pins.png
Bar = 10 um. Pins as bars across the die edge, other pins in grey.
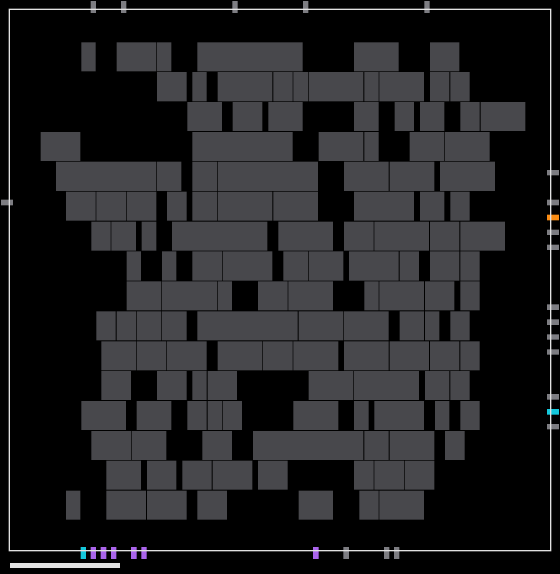
met1.png
Bar = 10 um.
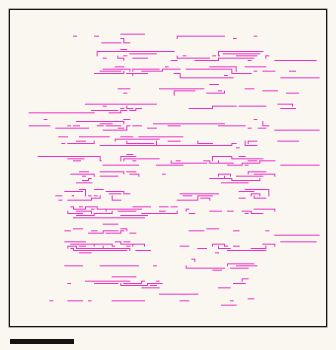
final_clocks.png
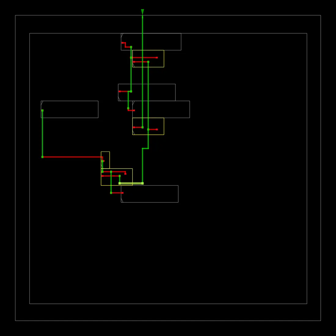
### src/rtl/mc_pkg.sv
// Shared types and encodings for the multicycle MIPS-style control FSM.
// Build option: MC_JAL_EN adds the JAL state and opcode 000011 support.
package mc_pkg;

  typedef enum logic [3:0] {
    S_FETCH    = 4'd0,
    S_DECODE   = 4'd1,
    S_MEMADR   = 4'd2,
    S_MEMRD    = 4'd3,
    S_MEMWB    = 4'd4,
    S_MEMWR    = 4'd5,
    S_RTYPE_EX = 4'd6,
    S_RTYPE_WB = 4'd7,
    S_ADDI_EX  = 4'd8,
    S_ADDI_WB  = 4'd9,
    S_BEQ      = 4'd10,
    S_BNE      = 4'd11,
    S_JUMP     = 4'd12
`ifdef MC_JAL_EN
    , S_JAL    = 4'd13
`endif
  } state_t;

  localparam logic [5:0] OP_RTYPE = 6'b000000;
  localparam logic [5:0] OP_J     = 6'b000010;
  localparam logic [5:0] OP_JAL   = 6'b000011;
  localparam logic [5:0] OP_BEQ   = 6'b000100;
  localparam logic [5:0] OP_BNE   = 6'b000101;
  localparam logic [5:0] OP_ADDI  = 6'b001000;
  localparam logic [5:0] OP_LW    = 6'b100011;
  localparam logic [5:0] OP_SW    = 6'b101011;

  localparam logic [1:0] ALUOP_ADD   = 2'b00;
  localparam logic [1:0] ALUOP_SUB   = 2'b01;
  localparam logic [1:0] ALUOP_FUNCT = 2'b10;

  localparam logic [1:0] SRCB_B       = 2'b00;
  localparam logic [1:0] SRCB_FOUR    = 2'b01;
  localparam logic [1:0] SRCB_IMM     = 2'b10;
  localparam logic [1:0] SRCB_IMM_SL2 = 2'b11;

  localparam logic [1:0] PCSRC_ALU    = 2'b00;
  localparam logic [1:0] PCSRC_JUMP   = 2'b01;
  localparam logic [1:0] PCSRC_ALUOUT = 2'b10;

  localparam logic [1:0] REGDST_RT  = 2'b00;
  localparam logic [1:0] REGDST_RD  = 2'b01;
  localparam logic [1:0] REGDST_R31 = 2'b10;

  localparam logic [1:0] M2R_ALUOUT = 2'b00;
  localparam logic [1:0] M2R_MDR    = 2'b01;
  localparam logic [1:0] M2R_PC     = 2'b10;

endpackage

### src/rtl/mc_if.sv
// Controller <-> datapath bundle: opcode in, strobes and mux selects out.
interface mc_if;
  logic [5:0] opcode;
  logic       ALUSrcA, memread, memwrite, regwrite, IorD, IRWrite;
  logic       PCWrite, PCWriteCondbeq, PCWriteCondbne;
  logic [1:0] PCSrc, ALUSrcB, ALUOp, regdst, memtoreg;
  logic       illegal_op;

  modport master (
    input  opcode,
    output ALUSrcA, memread, memwrite, regwrite, IorD, IRWrite,
           PCWrite, PCWriteCondbeq, PCWriteCondbne,
           PCSrc, ALUSrcB, ALUOp, regdst, memtoreg, illegal_op
  );

  modport slave (
    output opcode,
    input  ALUSrcA, memread, memwrite, regwrite, IorD, IRWrite,
           PCWrite, PCWriteCondbeq, PCWriteCondbne,
           PCSrc, ALUSrcB, ALUOp, regdst, memtoreg, illegal_op
  );
endinterface

### src/rtl/mc_controller.sv
// Moore control FSM for a multicycle MIPS-subset datapath.
// Build option: MC_JAL_EN enables the JAL state; otherwise 000011 is illegal.
module mc_controller
  import mc_pkg::*;
(
  input  logic   clk,
  input  logic   rst,
  mc_if.master   bus
);

  state_t state, state_nxt;
  logic   illegal_q, illegal_nxt;

  always_ff @(posedge clk or posedge rst) begin
    if (rst) begin
      state     <= S_FETCH;
      illegal_q <= 1'b0;
    end else begin
      state     <= state_nxt;
      illegal_q <= illegal_nxt;
    end
  end

  // opcode is only looked at in DECODE and MEMADR
  always_comb begin
    state_nxt   = S_FETCH;
    illegal_nxt = illegal_q;
    case (state)
      S_FETCH:    state_nxt = S_DECODE;
      S_DECODE: begin
        case (bus.opcode)
          OP_LW, OP_SW: state_nxt = S_MEMADR;
          OP_RTYPE:     state_nxt = S_RTYPE_EX;
          OP_ADDI:      state_nxt = S_ADDI_EX;
          OP_BEQ:       state_nxt = S_BEQ;
          OP_BNE:       state_nxt = S_BNE;
          OP_J:         state_nxt = S_JUMP;
`ifdef MC_JAL_EN
          OP_JAL:       state_nxt = S_JAL;
`endif
          default: begin
            state_nxt   = S_FETCH;
            illegal_nxt = 1'b1;
          end
        endcase
      end
      S_MEMADR:   state_nxt = (bus.opcode == OP_LW) ? S_MEMRD : S_MEMWR;
      S_MEMRD:    state_nxt = S_MEMWB;
      S_RTYPE_EX: state_nxt = S_RTYPE_WB;
      S_ADDI_EX:  state_nxt = S_ADDI_WB;
      default:    state_nxt = S_FETCH;
    endcase
  end

  always_comb begin
    bus.ALUSrcA        = 1'b0;
    bus.memread        = 1'b0;
    bus.memwrite       = 1'b0;
    bus.regwrite       = 1'b0;
    bus.IorD           = 1'b0;
    bus.IRWrite        = 1'b0;
    bus.PCWrite        = 1'b0;
    bus.PCWriteCondbeq = 1'b0;
    bus.PCWriteCondbne = 1'b0;
    bus.PCSrc          = PCSRC_ALU;
    bus.ALUSrcB        = SRCB_B;
    bus.ALUOp          = ALUOP_ADD;
    bus.regdst         = REGDST_RT;
    bus.memtoreg       = M2R_ALUOUT;
    case (state)
      S_FETCH: begin
        bus.memread = 1'b1;
        bus.IRWrite = 1'b1;
        bus.ALUSrcB = SRCB_FOUR;
        bus.PCWrite = 1'b1;
      end
      S_DECODE: bus.ALUSrcB = SRCB_IMM_SL2;
      S_MEMADR, S_ADDI_EX: begin
        bus.ALUSrcA = 1'b1;
        bus.ALUSrcB = SRCB_IMM;
      end
      S_MEMRD: begin
        bus.IorD    = 1'b1;
        bus.memread = 1'b1;
      end
      S_MEMWB: begin
        bus.regwrite = 1'b1;
        bus.memtoreg = M2R_MDR;
      end
      S_MEMWR: begin
        bus.IorD     = 1'b1;
        bus.memwrite = 1'b1;
      end
      S_RTYPE_EX: begin
        bus.ALUSrcA = 1'b1;
        bus.ALUOp   = ALUOP_FUNCT;
      end
      S_RTYPE_WB: begin
        bus.regwrite = 1'b1;
        bus.regdst   = REGDST_RD;
      end
      S_ADDI_WB: bus.regwrite = 1'b1;
      S_BEQ, S_BNE: begin
        bus.ALUSrcA        = 1'b1;
        bus.ALUOp          = ALUOP_SUB;
        bus.PCSrc          = PCSRC_ALUOUT;
        bus.PCWriteCondbeq = (state == S_BEQ);
        bus.PCWriteCondbne = (state == S_BNE);
      end
      S_JUMP: begin
        bus.PCSrc   = PCSRC_JUMP;
        bus.PCWrite = 1'b1;
      end
`ifdef MC_JAL_EN
      // PC already holds PC+4 here, so r31 gets the return address
      S_JAL: begin
        bus.PCSrc    = PCSRC_JUMP;
        bus.PCWrite  = 1'b1;
        bus.regwrite = 1'b1;
        bus.regdst   = REGDST_R31;
        bus.memtoreg = M2R_PC;
      end
`endif
      default: ;
    endcase
  end

  assign bus.illegal_op = illegal_q;

endmodule

### src/flat_wrapper.sv
// flat-port wrapper written by rule: the top's interface ports become plain ports
module mc_controller_flat import mc_pkg::*;
  (clk, rst, bus_opcode, bus_ALUSrcA, bus_memread, bus_memwrite, bus_regwrite, bus_IorD, bus_IRWrite, bus_PCWrite, bus_PCWriteCondbeq, bus_PCWriteCondbne, bus_PCSrc, bus_ALUSrcB, bus_ALUOp, bus_regdst, bus_memtoreg, bus_illegal_op);
  mc_if bus_i ();
  input  logic clk;
  input  logic rst;
  input wire logic [$bits(bus_i.opcode)-1:0] bus_opcode;
  output wire logic [$bits(bus_i.ALUSrcA)-1:0] bus_ALUSrcA;
  output wire logic [$bits(bus_i.memread)-1:0] bus_memread;
  output wire logic [$bits(bus_i.memwrite)-1:0] bus_memwrite;
  output wire logic [$bits(bus_i.regwrite)-1:0] bus_regwrite;
  output wire logic [$bits(bus_i.IorD)-1:0] bus_IorD;
  output wire logic [$bits(bus_i.IRWrite)-1:0] bus_IRWrite;
  output wire logic [$bits(bus_i.PCWrite)-1:0] bus_PCWrite;
  output wire logic [$bits(bus_i.PCWriteCondbeq)-1:0] bus_PCWriteCondbeq;
  output wire logic [$bits(bus_i.PCWriteCondbne)-1:0] bus_PCWriteCondbne;
  output wire logic [$bits(bus_i.PCSrc)-1:0] bus_PCSrc;
  output wire logic [$bits(bus_i.ALUSrcB)-1:0] bus_ALUSrcB;
  output wire logic [$bits(bus_i.ALUOp)-1:0] bus_ALUOp;
  output wire logic [$bits(bus_i.regdst)-1:0] bus_regdst;
  output wire logic [$bits(bus_i.memtoreg)-1:0] bus_memtoreg;
  output wire logic [$bits(bus_i.illegal_op)-1:0] bus_illegal_op;
  assign bus_i.opcode = bus_opcode;
  assign bus_ALUSrcA = bus_i.ALUSrcA;
  assign bus_memread = bus_i.memread;
  assign bus_memwrite = bus_i.memwrite;
  assign bus_regwrite = bus_i.regwrite;
  assign bus_IorD = bus_i.IorD;
  assign bus_IRWrite = bus_i.IRWrite;
  assign bus_PCWrite = bus_i.PCWrite;
  assign bus_PCWriteCondbeq = bus_i.PCWriteCondbeq;
  assign bus_PCWriteCondbne = bus_i.PCWriteCondbne;
  assign bus_PCSrc = bus_i.PCSrc;
  assign bus_ALUSrcB = bus_i.ALUSrcB;
  assign bus_ALUOp = bus_i.ALUOp;
  assign bus_regdst = bus_i.regdst;
  assign bus_memtoreg = bus_i.memtoreg;
  assign bus_illegal_op = bus_i.illegal_op;
  mc_controller u_core (.clk(clk), .rst(rst), .bus(bus_i));
endmodule
### config.mk
export PLATFORM = sky130hd
export DESIGN_NAME = mc_controller_flat
export DESIGN_NICKNAME = d
export VERILOG_FILES = /design/src/rtl/mc_pkg.sv /design/src/rtl/mc_if.sv /design/src/rtl/mc_controller.sv /design/src/flat_wrapper.sv
export SDC_FILE = /design/constraint.sdc
export NUM_CORES = 1
export LEC_CHECK = 0
export CAP_MARGIN = 25
export CELL_PAD_IN_SITES_DETAIL_PLACEMENT = 0
export CELL_PAD_IN_SITES_GLOBAL_PLACEMENT = 1
export CORE_MARGIN = 2
export CORE_UTILIZATION = 28
export CTS_BUF_LIST = sky130_fd_sc_hd__clkbuf_8
export CTS_CLUSTER_DIAMETER = 30
export DETAILED_ROUTE_END_ITERATION = 7
export PLACE_DENSITY_LB_ADDON = 0.1
export SYNTH_ARGS = -nofsm -noshare
export SYNTH_HDL_FRONTEND = slang
export SYNTH_SLANG_ARGS = --single-unit
### constraint.sdc
create_clock -name clk -period 1.3 [get_ports clk]
set_input_delay 0.13 -clock clk [delete_from_list [all_inputs] [get_ports clk]]
set_output_delay 0.13 -clock clk [all_outputs]
set_load 0.01 [all_outputs]
==> impl_metrics.xml <==
<?xml version="1.0" encoding="UTF-8"?>
<metrics>
  <group name="run_status">
    <metric name="run_status" unit="">finished, violations left</metric>
    <metric name="violations" unit="">setup timing</metric>
  </group>
  <group name="placed_design">
    <metric name="routabilityCongestion" unit="">0.7729</metric>
    <metric name="post-place-cells" unit="">149</metric>
    <metric name="dp_worst_slack" unit="ns">-0.4271</metric>
    <metric name="placedInstanceArea" unit="um2">997.2</metric>
    <metric name="place_hpwl" unit="um">1296</metric>
  </group>
  <group name="synthesis">
    <metric name="post_synth.cell_area_avg" unit="um2">7.132</metric>
    <metric name="ys_warn_count" unit="">0</metric>
    <metric name="compound_area_share" unit="%">22.59</metric>
    <metric name="yosysChipArea" unit="um2">570.5</metric>
    <metric name="synthTopCellsByArea" unit="">sky130_fd_sc_hd__dfrtp_1 (22%), sky130_fd_sc_hd__nor3_1 (6.1%), sky130_fd_sc_hd__nand2_1 (4.6%)</metric>
    <metric name="ys_types" unit="">32</metric>
    <metric name="netlist.top_cell.by_area" unit="">sky130_fd_sc_hd__dfrtp_1</metric>
    <metric name="top_cells_by_count" unit="">sky130_fd_sc_hd__nand2_1 (7), sky130_fd_sc_hd__nor2_1 (7), sky130_fd_sc_hd__nor3_1 (7)</metric>
    <metric name="logic_family_by_area" unit="">simple AND/OR/NAND/NOR gates</metric>
    <metric name="postSynthSeqShare" unit="%">21.93</metric>
    <metric name="ys_dominant_reg_cell" unit="">sky130_fd_sc_hd__dfrtp_1</metric>
    <metric name="yosys_cells" unit="">80</metric>
    <metric name="asyncSetResetFlopFracSynth" unit="%">100.0</metric>
    <metric name="yosys.area_share.simple" unit="%">40.79</metric>
  </group>
  <group name="worst_setup_path">
    <metric name="reg2reg_start" unit="">u_core.state[3]</metric>
    <metric name="required_worst_endpoint" unit="ns">1.17</metric>
    <metric name="setup.reg_to_reg.worst_slack" unit="ns">-0.09</metric>
    <metric name="regToRegEndpoint" unit="">u_core.state[3]</metric>
    <metric name="timing_worst_setup_path_type" unit="">reg -&gt; out</metric>
    <metric name="critical_path_arrival" unit="ns">1.32</metric>
    <metric name="worstPathMaxFanout" unit="">4</metric>
    <metric name="critical_path_endpoint" unit="">bus_ALUSrcB[1]</metric>
    <metric name="timing.critical_path.slowest_stage_cell" unit="">sky130_fd_sc_hd__dfrtp_1</metric>
    <metric name="cp_slowest_stage_delay" unit="ns">0.41</metric>
  </group>
  <group name="final_layout">
    <metric name="non_clock_buffer_count" unit="">59</metric>
    <metric name="design_area" unit="mm2">0.001224</metric>
    <metric name="layout.sequential_cells" unit="">5</metric>
    <metric name="postLayoutCoreUtil" unit="%">63.02</metric>
    <metric name="seq_area" unit="um2">126.4</metric>
    <metric name="top_area_cell_class" unit="">logic gates</metric>
    <metric name="area.share.sequential" unit="%">10.33</metric>
    <metric name="layout.non_clock_inverters" unit="">3</metric>
    <metric name="drive_above_1_share" unit="%">54.81</metric>
    <metric name="sh_comb_area" unit="%">41.31</metric>
    <metric name="syn2layout_area_growth" unit="%">114.5</metric>
    <metric name="lay_top_cells" unit="">sky130_fd_sc_hd__buf_4 (19), sky130_fd_sc_hd__buf_6 (17), sky130_fd_sc_hd__buf_2 (13), sky130_fd_sc_hd__nand2_1 (7)</metric>
    <metric name="non_clock_buffer_area_share" unit="%">41.00</metric>
    <metric name="antenna_cells_inserted" unit="">0</metric>
    <metric name="nNetsFinal" unit="">144</metric>
    <metric name="fillCellCount" unit="">176</metric>
  </group>
  <group name="drt">
    <metric name="maxUsedRoutingLayer" unit="">met3</metric>
    <metric name="num_vias" unit="">754</metric>
    <metric name="met3_length" unit="um">50</metric>
    <metric name="viasPerCell" unit="">4.654</metric>
    <metric name="drtIter0Drc" unit="">10</metric>
    <metric name="drt-wirelength-per-cell" unit="um">11.59</metric>
    <metric name="detail_route.drc_violations" unit="">0</metric>
    <metric name="routedLengthMet1" unit="um">762</metric>
    <metric name="detail_route.first_pass.iterations" unit="">2</metric>
  </group>
  <group name="sta">
    <metric name="maxClockFrequency" unit="GHz">0.6908</metric>
    <metric name="timing.final.max_slew_violations" unit="">0</metric>
    <metric name="finalSetupViolations" unit="">18</metric>
    <metric name="hold_viol_final" unit="">0</metric>
    <metric name="final_period_utilization" unit="%">111.4</metric>
    <metric name="finalHoldWorstSlack" unit="ns">0.1109</metric>
    <metric name="finalCriticalPeriod" unit="ns">1.448</metric>
    <metric name="setup_repair_after_global_routing_missed_its_margin" unit="">true</metric>
    <metric name="worst_slack" unit="ns">-0.1476</metric>
  </group>
  <group name="clock_tree">
    <metric name="clock_root_buffer" unit="">sky130_fd_sc_hd__clkbuf_8</metric>
    <metric name="cts_tree" unit="">done</metric>
    <metric name="htree_num_levels" unit="">1</metric>
    <metric name="cts_max_path_buffers" unit="">2</metric>
    <metric name="postCtsHoldBufs" unit="">0</metric>
    <metric name="clock_slew_at_the_register_clock_pins_of_the_worst_setup_and_hold_paths" unit="ns">0.04</metric>
  </group>
  <group name="power_and_ir_drop">
    <metric name="power-per-cell-area" unit="mW/mm2">968.7</metric>
  </group>
  <group name="run">
    <metric name="maxCapViolations" unit="">0</metric>
    <metric name="warnings" unit="">29</metric>
  </group>
  <group name="global_route">
    <metric name="grt.met3_usage" unit="%">3.681</metric>
    <metric name="grt_pass1_vias" unit="">760</metric>
    <metric name="maximum_number_of_pins_on_one_net_before_global_route_repair" unit="">12</metric>
    <metric name="grt_util_all_layers" unit="%">16.52</metric>
    <metric name="grt_pass1_wl" unit="um">3118</metric>
    <metric name="overflow" unit="">0</metric>
    <metric name="grtUsageMet1" unit="%">14.96</metric>
  </group>
  <group name="worst_hold_path">
    <metric name="hold_path_class" unit="">in -&gt; async</metric>
  </group>
  <group name="die">
    <metric name="core-area" unit="mm2">0.001942</metric>
    <metric name="fp-row-count" unit="">16</metric>
  </group>
</metrics>
Notes on pins.png above:
- cyan: bus_memtoreg (pins 2; direction output; edge 1 right, 1 bottom)
- purple: bus_opcode (pins 6; direction input; edge bottom)
- orange: bus_PCWriteCondbeq (pins 1; direction output; edge right)
- all pins by edge: 12 right, 10 bottom, 5 top, 1 left
count of input and output buffers: 25
Die Y-Extent: 49.14 um
Die Width: 49.14 um

Notes on met1.png above:
- nets with wire on the layer: 131
- wire length on this layer: 763 um
- longest straight run: 20.5 um

Notes on final_clocks.png above:
Worst-Skew Late Latency: 0.22 ns
Clock Buffer Count: 3
number of buffers created by CTS: 3
Final Skew: 0.002480 ns

power by group:
| group | internal, W | switching, W |
|---|---|---|
| Clock | 0.000203 | 0.0000788 |
| Sequential | 0.000175 | 0.0000285 |
| Combinational | 0.000404 | 0.000296 |
worst register-to-register path: cells and delay by family (launching register included):
| kind | cells | cell delay [ns] |
|---|---|---|
| AND-OR/OR-AND | 2 | 0.49 |
| buffers and inverters | 2 | 0.27 |
| flip-flops | 1 | 0.41 |
| AND/OR/NAND/NOR | 1 | 0.14 |
what timing repair did:
action,in CTS,in global routing
setup buffers,5,5
gates resized,98,20
setup endpoints to repair,21,21
pin swaps,15,6
registers in the layout, summed over array words and instances, names as in the netlist:
name                   cells
u_core.bus.illegal_op      1
u_core.state               4
No activity file was given, so power comes from the tool's default toggle rates.
